**src/rtl/ula_timing_pkg.sv**
```systemverilog
// Shared ULA raster timing constants, interrupt FSM states and a range helper.
package ula_timing_pkg;

  localparam int unsigned H_LAST_DEF   = 911;
  localparam int unsigned V_LAST_DEF   = 311;
  localparam int unsigned INT_LEN_DEF  = 64;

  localparam int unsigned HSYNC_FIRST  = 688;
  localparam int unsigned HSYNC_LAST   = 751;
  localparam int unsigned HBLANK_FIRST = 640;
  localparam int unsigned HBLANK_LAST  = 863;
  localparam int unsigned VSYNC_FIRST  = 248;
  localparam int unsigned VSYNC_LAST   = 251;
  localparam int unsigned VBLANK_FIRST = 240;
  localparam int unsigned VBLANK_LAST  = 255;
  localparam int unsigned DISP_W       = 512;
  localparam int unsigned DISP_H       = 192;
  localparam int unsigned INT_LINE     = 248;

  typedef enum logic {
    INT_IDLE   = 1'b0,
    INT_ACTIVE = 1'b1
  } int_state_e;

  function automatic logic in_range(input logic [9:0] v,
                                    input logic [9:0] lo,
                                    input logic [9:0] hi);
    return (v >= lo) && (v <= hi);
  endfunction

endpackage

```
**src/rtl/ula_video_timing_if.sv**
```systemverilog
// Raster bus: horizontal count in, line number and decoded video strobes out.
interface ula_video_timing_if;
  logic [9:0] hcnt;
  logic [8:0] vcnt;
  logic       hsync_n;
  logic       vsync_n;
  logic       blank;
  logic       display;
  logic       border;
  logic       int_n;
  logic       flash;

  modport master (
    output hcnt,
    input  vcnt, hsync_n, vsync_n, blank, display, border, int_n, flash
  );

  modport slave (
    input  hcnt,
    output vcnt, hsync_n, vsync_n, blank, display, border, int_n, flash
  );
endinterface

```
**src/rtl/ula_int_gen.sv**
```systemverilog
// Frame interrupt pulse: int_n held low for INT_LEN clocks after a start strobe.
module ula_int_gen
  import ula_timing_pkg::*;
#(
  parameter int unsigned INT_LEN = INT_LEN_DEF
) (
  input  logic clock,
  input  logic reset,
  input  logic start,
  output logic int_n
);

  int_state_e state_q, state_d;
  logic [6:0] cnt_q, cnt_d;
  logic       int_n_q, int_n_d;

  // Next state: load INT_LEN-1 on start, count down to zero while active.
  always_comb begin
    state_d = state_q;
    cnt_d   = cnt_q;
    case (state_q)
      INT_IDLE: begin
        if (start) begin
          state_d = INT_ACTIVE;
          cnt_d   = 7'(INT_LEN - 1);
        end
      end
      INT_ACTIVE: begin
        if (cnt_q == '0) begin
          state_d = INT_IDLE;
        end else begin
          cnt_d = cnt_q - 7'd1;
        end
      end
      default: state_d = INT_IDLE;
    endcase
    int_n_d = (state_d != INT_ACTIVE);
  end

  // State, counter and registered int_n.
  always_ff @(posedge clock) begin
    if (reset) begin
      state_q <= INT_IDLE;
      cnt_q   <= '0;
      int_n_q <= 1'b1;
    end else begin
      state_q <= state_d;
      cnt_q   <= cnt_d;
      int_n_q <= int_n_d;
    end
  end

  assign int_n = int_n_q;

endmodule

```
**src/rtl/ula_video_timing.sv**
```systemverilog
// ULA video timing: line counter, sync/blank/display decode, flash and frame interrupt.
module ula_video_timing
  import ula_timing_pkg::*;
#(
  parameter int unsigned H_LAST  = H_LAST_DEF,
  parameter int unsigned V_LAST  = V_LAST_DEF,
  parameter int unsigned INT_LEN = INT_LEN_DEF
) (
  input  logic                clock,
  input  logic                reset,
  ula_video_timing_if.slave   vbus
);

  logic [8:0] vcnt_q, vcnt_d;
  logic [4:0] frame_q, frame_d;
  logic       hsync_n_q, hsync_n_d;
  logic       vsync_n_q, vsync_n_d;
  logic       blank_q, blank_d;
  logic       display_q, display_d;
  logic       border_q, border_d;
  logic       line_end, frame_end, int_start;
  logic       hblank, vblank;
  logic [9:0] vcnt_w;

  // Line/frame advance and decode of the current hcnt and line.
  always_comb begin
    vcnt_w    = {1'b0, vcnt_q};
    line_end  = (vbus.hcnt == 10'(H_LAST));
    frame_end = line_end && (vcnt_q == 9'(V_LAST));
    int_start = (vbus.hcnt == '0) && (vcnt_q == 9'(INT_LINE));

    vcnt_d  = vcnt_q;
    frame_d = frame_q;
    if (line_end) begin
      vcnt_d = frame_end ? '0 : vcnt_q + 9'd1;
    end
    if (frame_end) begin
      frame_d = frame_q + 5'd1;
    end

    hblank    = in_range(vbus.hcnt, 10'(HBLANK_FIRST), 10'(HBLANK_LAST));
    vblank    = in_range(vcnt_w, 10'(VBLANK_FIRST), 10'(VBLANK_LAST));
    blank_d   = hblank || vblank;
    display_d = (vbus.hcnt < 10'(DISP_W)) && (vcnt_w < 10'(DISP_H));
    border_d  = !blank_d && !display_d;
    hsync_n_d = !in_range(vbus.hcnt, 10'(HSYNC_FIRST), 10'(HSYNC_LAST));
    vsync_n_d = !in_range(vcnt_w, 10'(VSYNC_FIRST), 10'(VSYNC_LAST));
  end

  // Timing registers.
  always_ff @(posedge clock) begin
    if (reset) begin
      vcnt_q    <= '0;
      frame_q   <= '0;
      hsync_n_q <= 1'b1;
      vsync_n_q <= 1'b1;
      blank_q   <= 1'b0;
      display_q <= 1'b0;
      border_q  <= 1'b0;
    end else begin
      vcnt_q    <= vcnt_d;
      frame_q   <= frame_d;
      hsync_n_q <= hsync_n_d;
      vsync_n_q <= vsync_n_d;
      blank_q   <= blank_d;
      display_q <= display_d;
      border_q  <= border_d;
    end
  end

  ula_int_gen #(.INT_LEN(INT_LEN)) u_int_gen (
    .clock (clock),
    .reset (reset),
    .start (int_start),
    .int_n (vbus.int_n)
  );

  assign vbus.vcnt    = vcnt_q;
  assign vbus.hsync_n = hsync_n_q;
  assign vbus.vsync_n = vsync_n_q;
  assign vbus.blank   = blank_q;
  assign vbus.display = display_q;
  assign vbus.border  = border_q;
  assign vbus.flash   = frame_q[4];

endmodule

```
**src/flat_wrapper.sv**
```systemverilog
// flat-port wrapper written by rule: the top's interface ports become plain ports
module ula_video_timing_flat import ula_timing_pkg::*;
#(
  parameter int unsigned H_LAST  = H_LAST_DEF,
  parameter int unsigned V_LAST  = V_LAST_DEF,
  parameter int unsigned INT_LEN = INT_LEN_DEF
)
  (clock, reset, vbus_hcnt, vbus_vcnt, vbus_hsync_n, vbus_vsync_n, vbus_blank, vbus_display, vbus_border, vbus_int_n, vbus_flash);
  ula_video_timing_if vbus_i ();
  input  logic clock;
  input  logic reset;
  input wire logic [$bits(vbus_i.hcnt)-1:0] vbus_hcnt;
  output wire logic [$bits(vbus_i.vcnt)-1:0] vbus_vcnt;
  output wire logic [$bits(vbus_i.hsync_n)-1:0] vbus_hsync_n;
  output wire logic [$bits(vbus_i.vsync_n)-1:0] vbus_vsync_n;
  output wire logic [$bits(vbus_i.blank)-1:0] vbus_blank;
  output wire logic [$bits(vbus_i.display)-1:0] vbus_display;
  output wire logic [$bits(vbus_i.border)-1:0] vbus_border;
  output wire logic [$bits(vbus_i.int_n)-1:0] vbus_int_n;
  output wire logic [$bits(vbus_i.flash)-1:0] vbus_flash;
  assign vbus_i.hcnt = vbus_hcnt;
  assign vbus_vcnt = vbus_i.vcnt;
  assign vbus_hsync_n = vbus_i.hsync_n;
  assign vbus_vsync_n = vbus_i.vsync_n;
  assign vbus_blank = vbus_i.blank;
  assign vbus_display = vbus_i.display;
  assign vbus_border = vbus_i.border;
  assign vbus_int_n = vbus_i.int_n;
  assign vbus_flash = vbus_i.flash;
  ula_video_timing #(.H_LAST(H_LAST), .V_LAST(V_LAST), .INT_LEN(INT_LEN)) u_core (.clock(clock), .reset(reset), .vbus(vbus_i));
endmodule
```
**config.mk**
```make
export PLATFORM = sky130hd
export DESIGN_NAME = ula_video_timing_flat
export DESIGN_NICKNAME = d
export VERILOG_FILES = /design/src/rtl/ula_timing_pkg.sv /design/src/rtl/ula_video_timing_if.sv /design/src/rtl/ula_int_gen.sv /design/src/rtl/ula_video_timing.sv /design/src/flat_wrapper.sv
export SDC_FILE = /design/constraint.sdc
export NUM_CORES = 1
export LEC_CHECK = 0
export ABC_AREA = 1
export CORE_UTILIZATION = 33
export CTS_CLUSTER_SIZE = 25
export DETAILED_ROUTE_END_ITERATION = 7
export DONT_BUFFER_PORTS = 1
export HOLD_SLACK_MARGIN = 0.1
export PLACE_DENSITY = 0.45
export SETUP_SLACK_MARGIN = 0.02
export SLEW_MARGIN = 30
export SYNTH_ARGS = -nofsm -noshare
export SYNTH_HDL_FRONTEND = slang
export SYNTH_SLANG_ARGS = --single-unit
export TNS_END_PERCENT = 30
```
**constraint.sdc**
```tcl
create_clock -name clock -period 2.25 [get_ports clock]
set_clock_uncertainty 0.15 [all_clocks]
set_input_delay 0.45 -clock clock [delete_from_list [all_inputs] [get_ports clock]]
set_output_delay 0.45 -clock clock [all_outputs]
set_load 0.01 [all_outputs]
```
Fig. 1: run 1, sequential cells coloured by netlist name
Scale bar: 20 um.
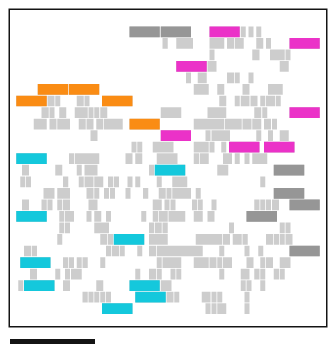
Key: u_core.u_int_gen.cnt_q = magenta [placed flops 7]; u_core.frame_q = orange [placed flops 5]; u_core.vbus.vcnt = cyan [placed flops 9]
P_seq: 0.502 mW
Seq/total area: 29.8%
Seq. cell area: 561 um^2

Fig. 2: run 1, clock wires, drivers and flops
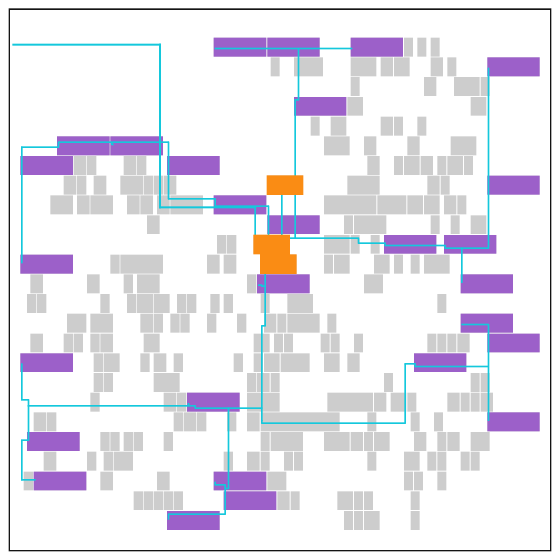
Key: clock-net drivers = orange [count 3]; clock wires = cyan [length 409 um]; flip-flops = purple [count 28]
There are 4 routed clock nets.
Latency at later pin: 0.27 ns
Clk power: 0.405 mW

==> flow_metrics.py, run 1 <==
# Synthesis and PnR figures
metrics = {
    "place": {
        "portBuffers": 0,
        "hpwl_um": 2950,
        "dp_cells": 318,
        "place_congestion": 0.758,
    },
    "setup_path": {
        "start_kind": "flop",
        "timing.rr.start": "u_core.vbus.vcnt[1]",
        "cp-end-kind": "flop",
        "path_class": "reg2reg",
        "cp_max_fo": 6,
        "crit_slowest_cell": "dfxtp_1",
        "endpoint": "u_core.vbus.vcnt[8]",
        "reg2reg_depth": 9,
        "critPathMostFrequentCell": "nand2_1",
        "path_cells": "ha_1 > nand2_1 > inv_1 > nand2_1 > nor2_1 > ha_1 > nand2_1 > o21ai_0 > nor2_1",
        "crit_buf_inv": 1,
        "worstPathRequired_ns": 2.32,
        "rr_endpoint": "u_core.vbus.vcnt[8]",
    },
    "final_layout": {
        "buffers": 4,
        "diodes": 0,
        "seq_cells": 28,
        "nFillCells": 551,
        "comb_share_pct": 54.4,
        "largest_register_ffs": 9,
        "comb_area_um2": 1020,
        "finalInstanceArea_um2": 1880,
        "most-common-layout-cells": "nand2_1 (67), dfxtp_1 (28), nand3_1 (26), nor2_1 (26), inv_1 (20)",
        "buf_share_pct": 1.73,
        "logic_gate_count": 189,
        "drive_gt1_share_pct": 14.6,
    },
    "floorplan": {
        "die_h_um": 74.5,
        "die_x_um": 74.5,
        "nWellTaps": 70,
    },
    "routing": {
        "first_pass_iters": 4,
        "routed_wl_um": 3790,
    },
    "clock_tree": {
        "cts.sink_count": 28,
        "clock-root-buffer": "clkbuf_8",
        "post_cts_buffers": 0,
        "cts_tree": "done",
        "cts_resized": 0,
        "cts.reportedPaths.clkPinSlew_ns": 0.10,
        "cts_inserted_buffers": 3,
    },
    "power_and_ir_drop": {
        "p_comb_mw": 0.0370,
        "p_leak_nw": 0.792,
        "p_comb_share_pct": 3.9,
    },
    "yosys": {
        "synth-seq-cells": 28,
        "synth_top_area_share_pct": 32.3,
        "ys_sh_xor_pct": 2.53,
        "postSynthCellCount": 250,
        "synth_seq_share_pct": 32.3,
        "ys_sh_simple_pct": 46.3,
        "fp_nets": 268,
        "ys_types": 31,
    },
    "grt": {
        "grt_util_all_layers_pct": 15.2,
        "antenna_found_initial": 0,
        "met2_usage_pct": 24.3,
        "grt_pass1_vias": 1437,
    },
    "timing": {
        "max_freq_ghz": 0.550,
        "hold_slack_ns": 0.146,
        "setup_ws_ns": 0.433,
        "period_used_pct": 80.8,
        "max_slew.worst_pin.slew_ns": 0.457,
        "hold_violations": 0,
    },
    "outcome": {
        "run_status": "finished clean",
    },
    "worst_hold_path": {
        "min_to": "u_core.vbus.hsync_n",
        "min_from": "reset",
    },
    "flow_run": {
        "maxCapViolCount": 0,
    },
}
Fig. 3: run 1, cell sizes after repair
Scale bar: 20 um.
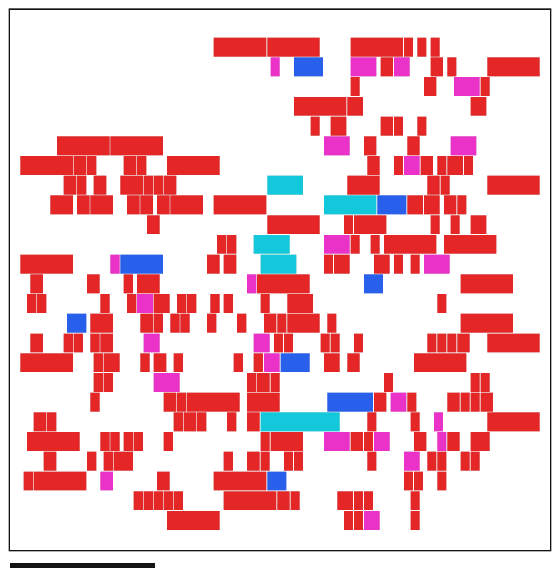
Key: x3 and x4 = blue [cells 8, share 3.2%]; x6 and larger = cyan [cells 5, share 2.0%]; x2 = magenta [cells 24, share 9.5%]; x1 and smaller = red [cells 216, share 85%]

Fig. 4: run 1, cells coloured by class
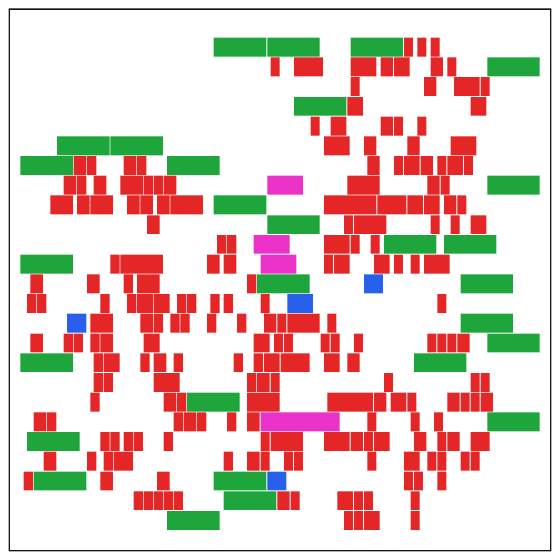
Key: remaining logic cells = red [cells 217, share of their area 63%]; remaining buffers and delay cells = blue [cells 4, share of their area 1.8%]; registers = green [cells 28, share of their area 31%]; clock drivers and dummy loads = magenta [cells 4, share of their area 4.0%]
# rows: 26
Core Footprint: 5070 um^2

run 1: routing by layer:
metal,share of wire [%],wire length (um),up-vias
li1,-,-,819
met1,52,1990,653
met2,43,1650,26
met3,3.6,135,2
met4,0.58,22,0
met5,0,0,-
run 1: cell usage after synthesis:
cell and count:
inv_2 5, clkbuf_1 1, xor2_1 3, buf_2 1, xnor2_1 2, clkinv_2 1
nor2_4 1, nor3_4 1, inv_1 20, nand2_8 1, ha_1 6, nand3_2 8
buf_6 3, nand2_1 67, nand4_1 12, nand3b_1 1, o21ai_1 1, clkinv_1 2
o21ai_0 6, a21oi_1 12, and2_1 1, nor3_1 1, nand2_4 2, nand3_1 26
nor2_1 26, dfxtp_1 28, nand2_2 3, nand3_4 1, o211ai_1 1, nor2_2 5
or2_2 2
Fig. 5: run 1, clock routing
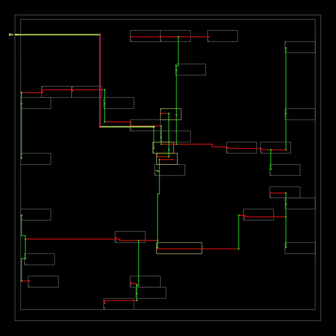

--- run 2 (diff from run 1) ---
Settings changed: PLACE_DENSITY 0.45 to 0.46.
Clock period 2.25 ns to 1.55 ns, I/O delays scaled along.
Fig. 6: run 2, clock routing
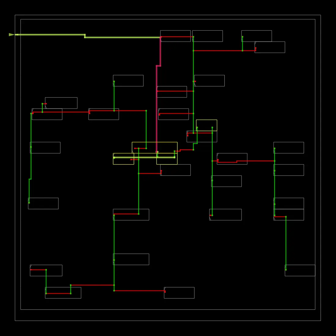
Clk power: 0.589 mW
Latency at later pin: 0.28 ns
clock sink total: 28
CLK BUF: 3

Fig. 7: run 2, cell sizes after repair
Scale bar: 20 um.
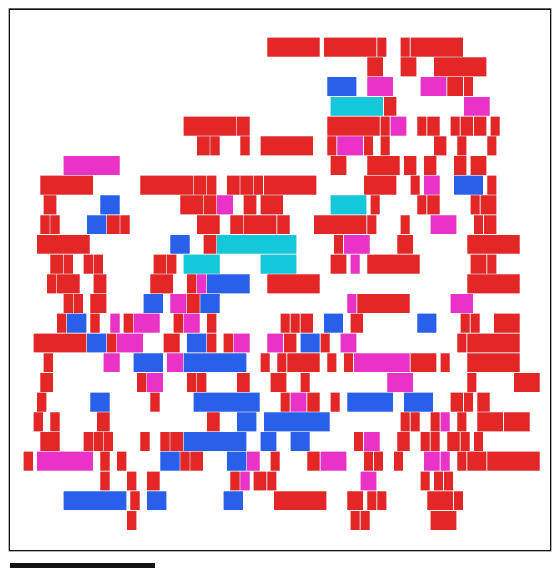
Key: x1 and smaller = red [cells 202, share 74%]; x2 = magenta [cells 37, share 14%]; x6 and larger = cyan [cells 5, share 1.8%]; x3 and x4 = blue [cells 30, share 11%]

==> flow_metrics.py, run 2 <==
# Synthesis and PnR figures
metrics = {
    "outcome": {
        "run_status": "finished clean",
    },
    "floorplan": {
        "die_h_um": 74.5,
        "core_area_um2": 5070,
        "std_cell_rows": 26,
        "nWellTaps": 70,
        "die_x_um": 74.5,
    },
    "routing": {
        "wl_met3_um": 182,
        "postRouteAntennaNets": 0,
        "wl_met2_um": 1870,
        "first_pass_iters": 4,
        "drc": 0,
        "top_layer_used": "met4",
        "wl_met1_um": 2090,
    },
    "final_layout": {
        "most-common-layout-cells": "nand2_1 (62), nor2_1 (25), nand3_1 (24)",
        "drive_gt1_share_pct": 26.3,
        "logic_gate_count": 189,
        "seq_area_share_pct": 27.0,
        "nFillCells": 573,
        "seqCellArea_um2": 576,
        "largest_register_ffs": 9,
        "seq_cells": 28,
        "comb_area_um2": 1080,
        "buf_share_pct": 9.62,
        "comb_share_pct": 50.8,
        "diodes": 0,
        "buffers": 25,
    },
    "yosys": {
        "synth_top_area_share_pct": 32.3,
        "ys_sh_xor_pct": 2.53,
        "fp_nets": 268,
        "ys_sh_simple_pct": 46.3,
        "flop_cell": "dfxtp_1",
        "async_reset_ff_share_pct": 0,
        "synth-edff-count": 0,
        "yosys-top-cells-count": "nand2_1 (67), dfxtp_1 (28), nand3_1 (26), nor2_1 (26), inv_1 (20)",
        "yosys-top-cells-area": "dfxtp_1 (32%), nand2_1 (15%), nand3_1 (7.5%)",
        "synth_seq_share_pct": 32.3,
        "postSynthCellCount": 250,
        "yosysMostFrequentCell": "nand2_1",
        "ys_types": 31,
        "synth-seq-cells": 28,
        "mux_share_pct": 0,
    },
    "setup_path": {
        "critPathMostFrequentCell": "nand2_2",
        "cp-end-kind": "flop",
        "path_class": "reg2reg",
        "worstPathRequired_ns": 1.61,
        "crit_slowest_cell": "dfxtp_4",
        "crit_buf_inv": 1,
    },
    "timing": {
        "setup_ws_ns": 0.0643,
        "max_freq_ghz": 0.673,
        "period_used_pct": 95.8,
        "hold_violations": 0,
        "hold_slack_ns": 0.140,
    },
    "clock_tree": {
        "post_cts_buffers": 0,
        "cts_tree": "done",
        "cts.reportedPaths.clkPinSlew_ns": 0.10,
        "cts_inserted_buffers": 3,
    },
    "grt": {
        "grt_pass1_vias": 1547,
        "grt_util_all_layers_pct": 16.6,
        "met2_usage_pct": 27.3,
        "antenna_found_initial": 0,
    },
    "place": {
        "place_congestion": 0.764,
        "hpwl_um": 3180,
    },
    "power_and_ir_drop": {
        "p_comb_mw": 0.0706,
        "swShare_pct": 21.0,
        "p_comb_share_pct": 5.1,
        "p_leak_nw": 0.903,
        "p_seq_mw": 0.723,
    },
    "flow_run": {
        "maxCapViolCount": 0,
    },
}
Fig. 8: run 2, clock wires, drivers and flops
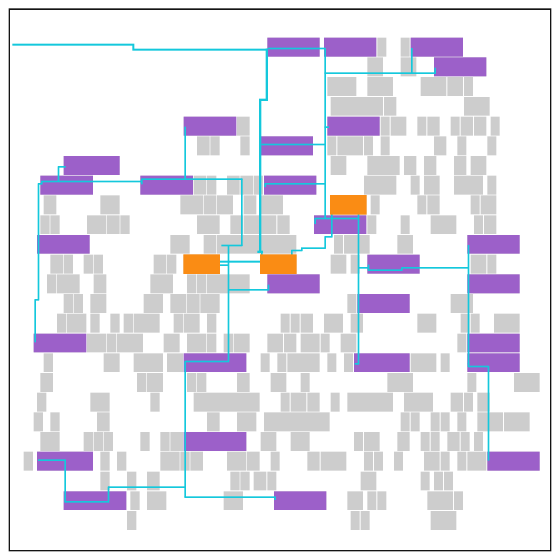
Key: clock-net drivers = orange [count 3]; clock wires = cyan [length 402 um]; flip-flops = purple [count 28]
Position of the flops: widely spread.

[run 2: netlist changes by cell type in the layout (fill, tap and decap cells not counted), sizes merged]
cell,previous run,this run
dlygate4sd3,1,7
buf,3,18
[run 2: final timing paths]
path	cells past startpoint	slack [ns]	to	from
max	9	0.06	u_core.vbus.vcnt[8]	u_core.vbus.vcnt[1]
min	3	0.14	u_core.vbus.hsync_n	vbus_hcnt[7]
max reg2reg	9	0.06	u_core.vbus.vcnt[8]	u_core.vbus.vcnt[1]
min reg2reg	2	0.34	u_core.u_int_gen.cnt_q[1]	u_core.u_int_gen.cnt_q[1]
[run 2: stage by stage]
step	area, um^2	util, %	cells
6_report	2130	42.0	344
3_3_place_gp	1910	37.7	331
4_1_cts	2060	40.6	342
5_1_grt	2130	42.0	344
2_1_floorplan	1750	-	250
3_5_place_dp	1910	37.7	331
Power figures rest on the tool's default switching activity, not on a simulated workload.
